File: config.mk
export PLATFORM = sky130hd
export DESIGN_NAME = pc_unit
export DESIGN_NICKNAME = d
export VERILOG_FILES = /design/src/rtl/pc_unit.sv
export SDC_FILE = /design/constraint.sdc
export NUM_CORES = 1
export LEC_CHECK = 0
export CAP_MARGIN = 20
export CELL_PAD_IN_SITES_DETAIL_PLACEMENT = 0
export CELL_PAD_IN_SITES_GLOBAL_PLACEMENT = 1
export CORE_AREA = 5 5 88 99
export DETAILED_ROUTE_END_ITERATION = 6
export DIE_AREA = 0 0 93 104
export HOLD_SLACK_MARGIN = 0.06
export PLACE_DENSITY = 0.95
export SLEW_MARGIN = 0
export SYNTH_ARGS = -nofsm -noshare
export SYNTH_HDL_FRONTEND = slang
export SYNTH_SLANG_ARGS = --single-unit
File: constraint.sdc
create_clock -name clk -period 3.5 [get_ports clk]
set_clock_uncertainty 0.1 [all_clocks]
set_input_delay 0.7 -clock clk [delete_from_list [all_inputs] [get_ports clk]]
set_output_delay 0.7 -clock clk [all_outputs]
set_load 0.02 [all_outputs]
File: src/rtl/pc_unit.sv
// Fetch-stage program counter with next-PC selection (increment, relative branch,
// absolute jump) and call/return through a small LIFO return-address stack.
module pc_unit #(
  parameter int ADDR_WIDTH   = 12,
  parameter int RESET_VECTOR = 0,
  parameter int STEP         = 1,
  parameter int RAS_DEPTH    = 4
) (
  input  logic                             clk,
  input  logic                             reset,
  input  logic                             enable,
  input  logic [2:0]                       op,
  input  logic                             cond,
  input  logic [ADDR_WIDTH-1:0]            target,
  input  logic [ADDR_WIDTH-1:0]            offset,
  output logic [ADDR_WIDTH-1:0]            pc_out,
  output logic [$clog2(RAS_DEPTH+1)-1:0]   ras_depth,
  output logic                             ras_overflow,
  output logic                             ras_underflow
);

  localparam int DEPTH_W = $clog2(RAS_DEPTH + 1);
  localparam int IDX_W   = (RAS_DEPTH > 1) ? $clog2(RAS_DEPTH) : 1;

  localparam logic [ADDR_WIDTH-1:0] RESET_PC = ADDR_WIDTH'(RESET_VECTOR);
  localparam logic [ADDR_WIDTH-1:0] STEP_V   = ADDR_WIDTH'(STEP);
  localparam logic [DEPTH_W-1:0]    FULL     = DEPTH_W'(RAS_DEPTH);

  typedef enum logic [2:0] {
    OP_INC    = 3'd0,
    OP_BRANCH = 3'd1,
    OP_JUMP   = 3'd2,
    OP_CALL   = 3'd3,
    OP_RET    = 3'd4,
    OP_HOLD   = 3'd5
  } op_e;

  logic [ADDR_WIDTH-1:0] ras_mem [RAS_DEPTH];

  logic [ADDR_WIDTH-1:0] seq;
  logic [ADDR_WIDTH-1:0] ras_top;
  logic [IDX_W-1:0]      push_idx;
  logic [IDX_W-1:0]      pop_idx;
  logic [ADDR_WIDTH-1:0] pc_next;
  logic [DEPTH_W-1:0]    depth_next;
  logic                  overflow_next;
  logic                  underflow_next;
  logic                  push;

  assign seq      = pc_out + STEP_V;
  assign push_idx = IDX_W'(ras_depth);
  assign pop_idx  = IDX_W'(ras_depth - 1'b1);
  assign ras_top  = ras_mem[pop_idx];

  // Reserved op codes fall through to the default and behave as HOLD.
  always_comb begin
    pc_next        = pc_out;
    depth_next     = ras_depth;
    overflow_next  = ras_overflow;
    underflow_next = ras_underflow;
    push           = 1'b0;
    if (enable) begin
      case (op)
        OP_INC:    pc_next = seq;
        OP_BRANCH: pc_next = cond ? (pc_out + offset) : seq;
        OP_JUMP:   pc_next = target;
        OP_CALL: begin
          pc_next = target;
          if (ras_depth == FULL) begin
            overflow_next = 1'b1;
          end else begin
            push       = 1'b1;
            depth_next = ras_depth + 1'b1;
          end
        end
        OP_RET: begin
          if (ras_depth == '0) begin
            pc_next        = seq;
            underflow_next = 1'b1;
          end else begin
            pc_next    = ras_top;
            depth_next = ras_depth - 1'b1;
          end
        end
        default: ;
      endcase
    end
  end

  always_ff @(posedge clk) begin
    if (reset) begin
      pc_out        <= RESET_PC;
      ras_depth     <= '0;
      ras_overflow  <= 1'b0;
      ras_underflow <= 1'b0;
    end else begin
      pc_out        <= pc_next;
      ras_depth     <= depth_next;
      ras_overflow  <= overflow_next;
      ras_underflow <= underflow_next;
    end
  end

  // Stack storage has no reset; entries above ras_depth are never read.
  always_ff @(posedge clk) begin
    if (push && !reset) begin
      ras_mem[push_idx] <= seq;
    end
  end

endmodule

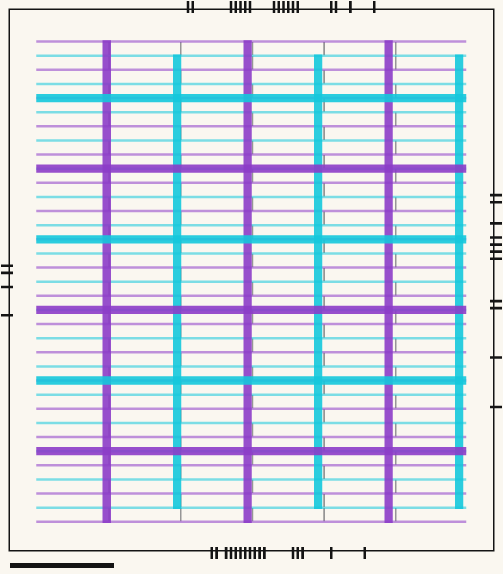
Figure 1: PDN straps and rails.
Scale bar: 20 µm. Pins as bars on the die edge. Tap cells in grey.
Purple stands for VSS. Cyan stands for VDD.
48 signal pins sit on the boundary. 6 straps on met4. 35 met1 rails follow the rows.
peak supply drop: 0.0002876 V
core box area: 7657 µm²
Die X: 93 µm
Die Y: 104 µm

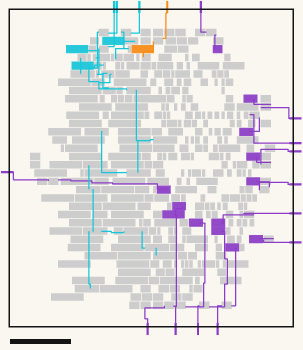
Figure 2: I/O nets highlighted.
Scale bar: 20 µm.
Orange stands for ras_overflow, bits 1, direction output, end cells 1, wire 18.7 µm. Purple stands for offset, bits 12, direction input, end cells 13, wire 363 µm. Cyan stands for ras_depth, bits 3, direction output, end cells 3, wire 239 µm.
Buffers on Ports: 47
I/O pin cnt: 48

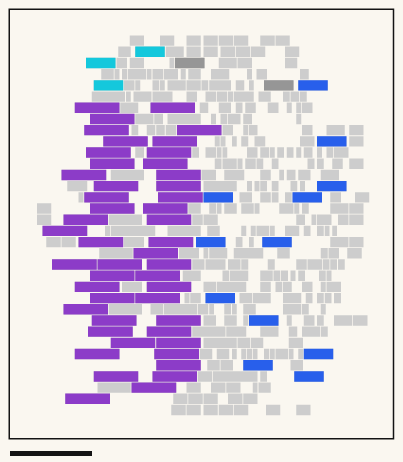
Figure 3: register map, names as in the netlist.
Scale bar: 20 µm.
Cyan stands for ras_depth, sequential cells 3. Purple stands for ras_mem, sequential cells 48. Blue stands for pc_out, sequential cells 12.
Another 2 sequential cells are not coloured.
Power Sequential: 0.872 mW
fraction of area in registers: 0.4118
Final Util: 0.5650
Flop area: 1782 µm²

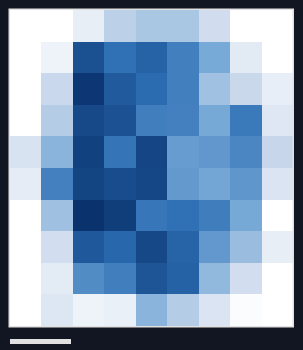
Figure 4: local utilization.
Scale bar: 20 µm. 9 x 10 tiles, from white (low) to dark blue (high), 0 to 100% covered.
The fullest tile reaches 99%. The mean over all tiles is 44%. 17% of the tiles are nearly empty. 22% of the tiles are over 75% full. The emptiest ninth of the die: north-east.
floorplan core density: 0.4627

==> reports/metrics.yaml <==
outcome:
  outcome: "finished clean"
place:
  place_ws_ns: 0.4038
  gp_congestion: 0.8361
  hpwlAfterDp_um: 6207
grt:
  met1_usage: 0.2348
  busiest_layer: "met2"
  grt_overflow: 0
  grt_max_degree: 21
  use_met2: 0.2898
  grt_util_met3: 0.03473
  grt_pass1_vias: 2739
  antenna_found_initial: 0
power_and_ir_drop:
  power_mw: 1.868
  internal_power_mw: 1.384
  power.switching_mw: 0.4839
  leakage_nw: 1.542
drt:
  wl_per_cell_um: 19.05
  ant_nets: 0
  route.met2.wl_um: 4112
  first_iter_violations: 236
  wl_um: 8516
  top_layer_used: "met4"
  vias_per_cell: 6.063
  wl_met3_um: 498
  vias: 2710
  wl_met1_um: 3616
final_timing:
  finalMaxSlewViolations: 0
  tightest_slew_ns: 0.6496
  slew_headroom: 0.5669
  rsz0062_at_grt: "no"
  final-setup-viol-count: 0
  finalClockPeriodUsage: 0.7859
synth:
  syn_area_um2: 3543
  yosys.cell_count.top_type: "edfxtp_1"
  synth_flops: 65
  yosys.stat.chipArea_um2: 3543
  yosysSeqAreaShare: 0.5028
  synth_warnings: 0
  syn_avg_cell_area_um2: 11.85
  synth_top_area_share: 0.4068
  ys_cells: 299
  edf_count: 48
  synth_cell_types: 56
cts:
  clkSinkCount: 65
  postCtsHoldBufs: 0
  cts_resized: 0
  root_buffer: "clkbuf_8"
  h-tree-depth: 3
  cts_setup_buffers: 0
  clk_latency_ns: 0.34
min_path:
  worstHoldEndpoint: "ras_overflow"
  min_path_type: "reg -> reg"
worst_setup_path:
  timing.rr.start: "ras_depth[1]"
  cp.arrival_ns: 2.93
  crit_type: "in -> reg"
  cp-startpoint: "offset[0]"
  cp-start-kind: "input pin"
  critPathCaptureType: "flop"
  r2r-end: "pc_out[0]"
  crit_end: "pc_out[10]"
  r2r_cells: 7
layout:
  lay_top_cells: "48 x edfxtp_1, 47 x clkdlybuf4s50_1, 28 x nor2_1, 25 x nand2_1, 18 x ha_1"
  design_area_um2: 4327
  final_nets: 402
  final_layout_top_logic_cell: "edfxtp_1"
run:
  tool_warnings: 30
floorplan:
  rows: 34
  chip_area_um2: 9672
kinds of logic (layout without fill, tap and decap cells):
| family | count (synthesis) | after routing | share of synthesized area |
|---|---|---|---|
| compound gates | 75 | 75 | 0.1501 |
| xor+xnor | 12 | 12 | 0.02966 |
| fa+ha+maj | 19 | 19 | 0.06921 |
| buf+inv | 18 | 76 | 0.02648 |
| flops | 65 | 65 | 0.5028 |
| mux | 14 | 14 | 0.08192 |
| simple gates | 96 | 96 | 0.1398 |
sequential cells by signal, indices dropped and copies added, names as in the netlist:
signal	cells
ras_overflow	1
pc_out	12
ras_depth	3
ras_mem	48
ras_underflow	1
power by group through the flow:
stage	Combinational (mW)	Clock [mW]	Sequential [mW]
3_3_place_gp	0.286	0	0.888
5_1_grt	0.324	0.747	0.874
2_1_floorplan	0.169	0	0.898
6_report	0.293	0.703	0.872
4_1_cts	0.293	0.716	0.872
3_5_place_dp	0.291	0	0.889
through the flow:
stage | instances | hold WS, ns
after floorplan | 299 | 0.4836
after global placement | 431 | 0.3571
after detailed placement | 431 | 0.3645
after CTS | 447 | 0.3824
after global routing | 447 | 0.4210
final | 447 | 0.3738
final cells by class:
| cell class | count | area [µm²] | share of cell area |
|---|---|---|---|
| Sequential cell | 65 | 1782 | 0.4118 |
| Clock inverter | 7 | 95.09 | 0.02198 |
| Clock buffer | 9 | 123.9 | 0.02863 |
| Inverter | 6 | 22.52 | 0.005205 |
| Timing Repair Buffer | 54 | 523.0 | 0.1209 |
| Multi-Input combinational cell | 216 | 1668 | 0.3855 |
| Tap cell | 90 | 112.6 | 0.02603 |
worst max-delay path, cell delays in order:
cell	delay, ns
clkdlybuf4s50_1	0.44
ha_1	0.28
fa_1	0.43
nand3_1	0.16
a211oi_1	0.12
o21ba_1	0.20
or4b_1	0.51
nand3_1	0.09
Power figures rest on the tool's default switching activity, not on a simulated workload.
